==> config.mk <==
export PLATFORM = sky130hd
export DESIGN_NAME = rv_thread_issue_flat
export DESIGN_NICKNAME = d
export VERILOG_FILES = /design/src/rtl/rv_thread_issue_if.sv /design/src/rtl/rv_thread_issue.sv /design/src/flat_wrapper.sv
export SDC_FILE = /design/constraint.sdc
export NUM_CORES = 1
export LEC_CHECK = 0
export CAP_MARGIN = 20
export CELL_PAD_IN_SITES_DETAIL_PLACEMENT = 0
export CELL_PAD_IN_SITES_GLOBAL_PLACEMENT = 1
export CORE_MARGIN = 4
export CORE_UTILIZATION = 30
export DETAILED_ROUTE_END_ITERATION = 10
export PLACE_DENSITY_LB_ADDON = 0.1
export SLEW_MARGIN = 10
export SYNTH_ARGS = -nofsm -noshare
export SYNTH_HDL_FRONTEND = slang
export SYNTH_SLANG_ARGS = --single-unit
==> constraint.sdc <==
create_clock -name clk -period 2.2 [get_ports clk]
set_input_delay 0.66 -clock clk [delete_from_list [all_inputs] [get_ports clk]]
set_output_delay 0.66 -clock clk [all_outputs]
set_load 0.01 [all_outputs]
Fig. 1: met3 routing
Bar = 20 um.
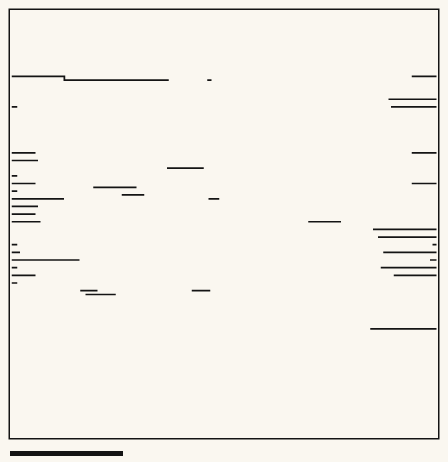
- share of all routed wire: 4.5%
- longest straight run: 18.4 um
detailed-route via count: 1587
wire length reported by the detailed router: 4.63 mm
Global Route met3 Usage: 0.0296

Fig. 2: placement view
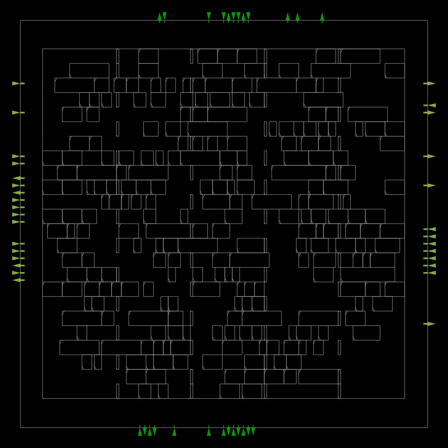
std cell rows: 24
placeable core region: 4410 sq um
non-filler cells in the finished layout: 300
total number of tap cells: 52
final core area utilization: 0.504

Fig. 3: signal wires by layer
Bar = 20 um.
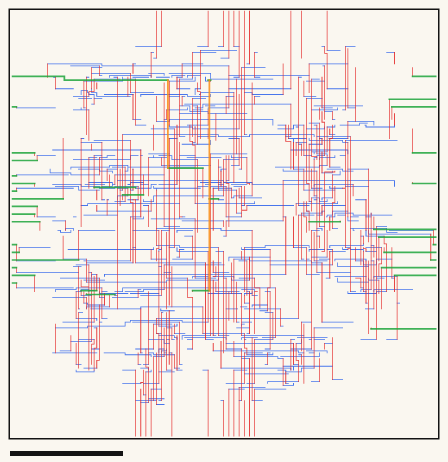
- met3: green (wire length 207 um)
- met4: orange (wire length 53.0 um)
- met1: blue (wire length 2080 um)
- met2: red (wire length 2290 um)
routed length per placed instance: 15.4 um
gr usage total: 0.166

Fig. 4: ports around the boundary
Bar = 20 um. Pins as bars across the die edge, other pins in gray.
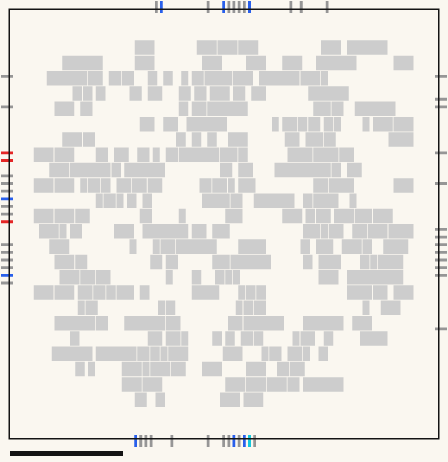
- bus_thr_pause_id: red (pins 3; direction input; edge left)
- bus_start_nack: cyan (pins 1; direction output; edge bottom)
- bus_thr_kill: blue (pins 8; direction input; edge 3 top, 3 bottom, 2 left)
count of buffers inserted at the top-level ports: 54
die height: 76.0 um
die x size: 76.0 um

Fig. 5: cell sizes after repair
Bar = 20 um.
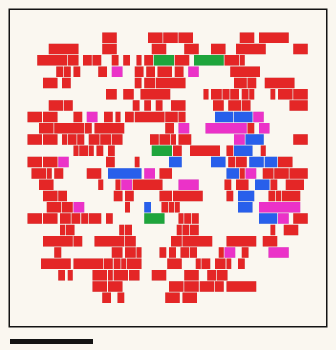
- drive 6 and up: green (cells 4; share 1.6%; most used clkbuf_8)
- drive 1 or less: red (cells 211; share 85%; most used clkdlybuf4s50_1)
- drive 3 to 4: magenta (cells 18; share 7.3%; most used buf_4)
- drive 2: blue (cells 15; share 6.0%; most used a211oi_2)
Layout Area Growth over Synthesis: 60.2%
setup slack of the critical path after layout: 0.0686 ns

==> flow_results.org <==
* Flow results

** Floorplanning
- Die Footprint :: 5780 sq um

** GRT
- Via count of the first global-routing pass :: about 1600
- The global route stage reports its total congestion overflow as 0.

** Placement
- Before CTS, the worst setup slack after placement is -0.357 ns.
- HPWL after DPL :: between 3 and 4 mm
- Final RePlAce weighted congestion :: between 0.8 and 0.9
- The placed instances occupy a cell area of roughly 2100 sq um.

** Yosys
- Synthesis produced a netlist with a net count of 212.
- For reference, the post-synthesis area per instance comes to slightly below 8 sq um.
- Sequential element share of the synthesized area :: 0.303
- Number of standard cells after synthesis :: approximately 180
- The stat command in Yosys gives a chip area of 1390 sq um.
- The gate-level netlist out of Yosys references 39 unique cell types.
- Number of synthesized flops with an enable pin :: 0
- Per the Yosys statistics, synthesis produced roughly 180 cells.
- Most common flop cell mapped by yosys :: sky130_fd_sc_hd__dfxtp_1

** STA
- Slew at the pin closest to its max-slew limit :: approximately 0.42 ns
- For this run, the top clock speed supported by timing is about 470 MHz.
- On the final layout, the worst clock skew is 0.00518 ns.
- For this run, the final setup violation count is recorded as 0.

** Setup path
- The setup check on the worst reg-to-reg path leaves a slack of between 0.5 and 0.6 ns.
- Cell family with most CP delay :: buffers and inverters
- CP endpoint kind :: output pin
- The critical path goes through and2b_1 -> clkdlybuf4s50_1.

** Drt
- Detailed routing placed a total of about 2.3 mm of wire on met2.
- After the first detailed-routing iteration, the DRC count stood at 29.
- Detail-routed via count per cell :: between 5 and 6
- In the log, the iteration count for the first detailed-route pass is 4.
- Top Metal Used :: met4

** Final layout
- In the finished design the tool counted flip-flops and latches totalling 21.
- Diodes inserted :: 0
- Non-clock buffers, area share :: 0.304
- The layout stage reports a final design area of ~2200 sq um.
- Number of clock buffers in the layout :: 3

** Power
- Per report_power, the Clock row totals ~0.00027 W.
- Overall Power :: approximately 0.00087 W
- Share of total power in combinational logic :: 0.242

** Status
- The run finished with clean final reports.

** Clock tree
- Buffers added to address setup during post-CTS repair amount to 0.
- Number of levels in the clock H-tree :: 1

** Worst hold path
- The most critical min-delay path falls under reg -> reg.

** Flow run
- In this run the tools logged warnings totalling 26.
## synthesized netlist by cell type (2+ instances only)
library cell | n | area (sq um)
sky130_fd_sc_hd__dfxtp_1 | 21 | 420
sky130_fd_sc_hd__a211oi_1 | 15 | 113
sky130_fd_sc_hd__a21oi_1 | 15 | 75.1
sky130_fd_sc_hd__nand2b_1 | 14 | 87.6
sky130_fd_sc_hd__nand2_1 | 13 | 48.8
sky130_fd_sc_hd__nor2b_1 | 12 | 75.1
sky130_fd_sc_hd__nor2_1 | 11 | 41.3
sky130_fd_sc_hd__nor3_1 | 10 | 50.1
sky130_fd_sc_hd__o21ai_0 | 10 | 50.1
sky130_fd_sc_hd__inv_1 | 8 | 30.0
sky130_fd_sc_hd__or2_1 | 8 | 50.1
sky130_fd_sc_hd__nand3_1 | 3 | 15.0
sky130_fd_sc_hd__nor4_1 | 3 | 18.8
sky130_fd_sc_hd__nor4b_1 | 3 | 26.3
sky130_fd_sc_hd__a21o_1 | 2 | 15.0
sky130_fd_sc_hd__a221oi_1 | 2 | 17.5
sky130_fd_sc_hd__and2b_1 | 2 | 15.0
sky130_fd_sc_hd__clkbuf_1 | 2 | 7.51
sky130_fd_sc_hd__nor3b_1 | 2 | 15.0
sky130_fd_sc_hd__o21ai_1 | 2 | 10.0
sky130_fd_sc_hd__o21bai_1 | 2 | 15.0
## layout by cell type, fill, tap and decap left out, types with 2 or more instances in the layout
cell                              netlist  layout
sky130_fd_sc_hd__dfxtp_1               21      21
sky130_fd_sc_hd__nor3_1                10      10
sky130_fd_sc_hd__a21oi_1               15      15
sky130_fd_sc_hd__nand3_1                3       3
sky130_fd_sc_hd__or2_1                  8       8
sky130_fd_sc_hd__dlymetal6s2s_1         0       4
sky130_fd_sc_hd__nor4b_1                3       3
sky130_fd_sc_hd__nor3b_1                2       2
sky130_fd_sc_hd__o21bai_1               2       2
sky130_fd_sc_hd__o21ai_0               10      10
sky130_fd_sc_hd__nand2_1               13      13
sky130_fd_sc_hd__nor2b_1               12       9
sky130_fd_sc_hd__inv_1                  8       8
sky130_fd_sc_hd__a221oi_1               2       2
sky130_fd_sc_hd__buf_4                  0      14
sky130_fd_sc_hd__a211oi_2               0       3
sky130_fd_sc_hd__a21o_1                 2       2
sky130_fd_sc_hd__clkbuf_8               0       3
sky130_fd_sc_hd__clkdlybuf4s50_1        0      50
sky130_fd_sc_hd__nor2b_2                0       2
sky130_fd_sc_hd__nor4_1                 3       3
sky130_fd_sc_hd__a211oi_1              15      12
sky130_fd_sc_hd__and2b_1                2       2
sky130_fd_sc_hd__nor2_1                11      11
sky130_fd_sc_hd__nand2b_1              14      13
## repair_timing
action	in CTS	in global routing
cloned	0	0
setup endpoints to repair	2	6
hold buffers	0	0
pin swaps	1	3
endpoints found under the hold margin	0	0
resized	3	13
## kinds of logic after synthesis
logic type,count (synthesis),synth area share
and+or+nand+nor,88,0.363
AOI/OAI and AO/OA,56,0.276
DFF,21,0.303
buffers and inverters,11,0.0351
muxes,2,0.0234
Power and IR drop assume default switching activity.
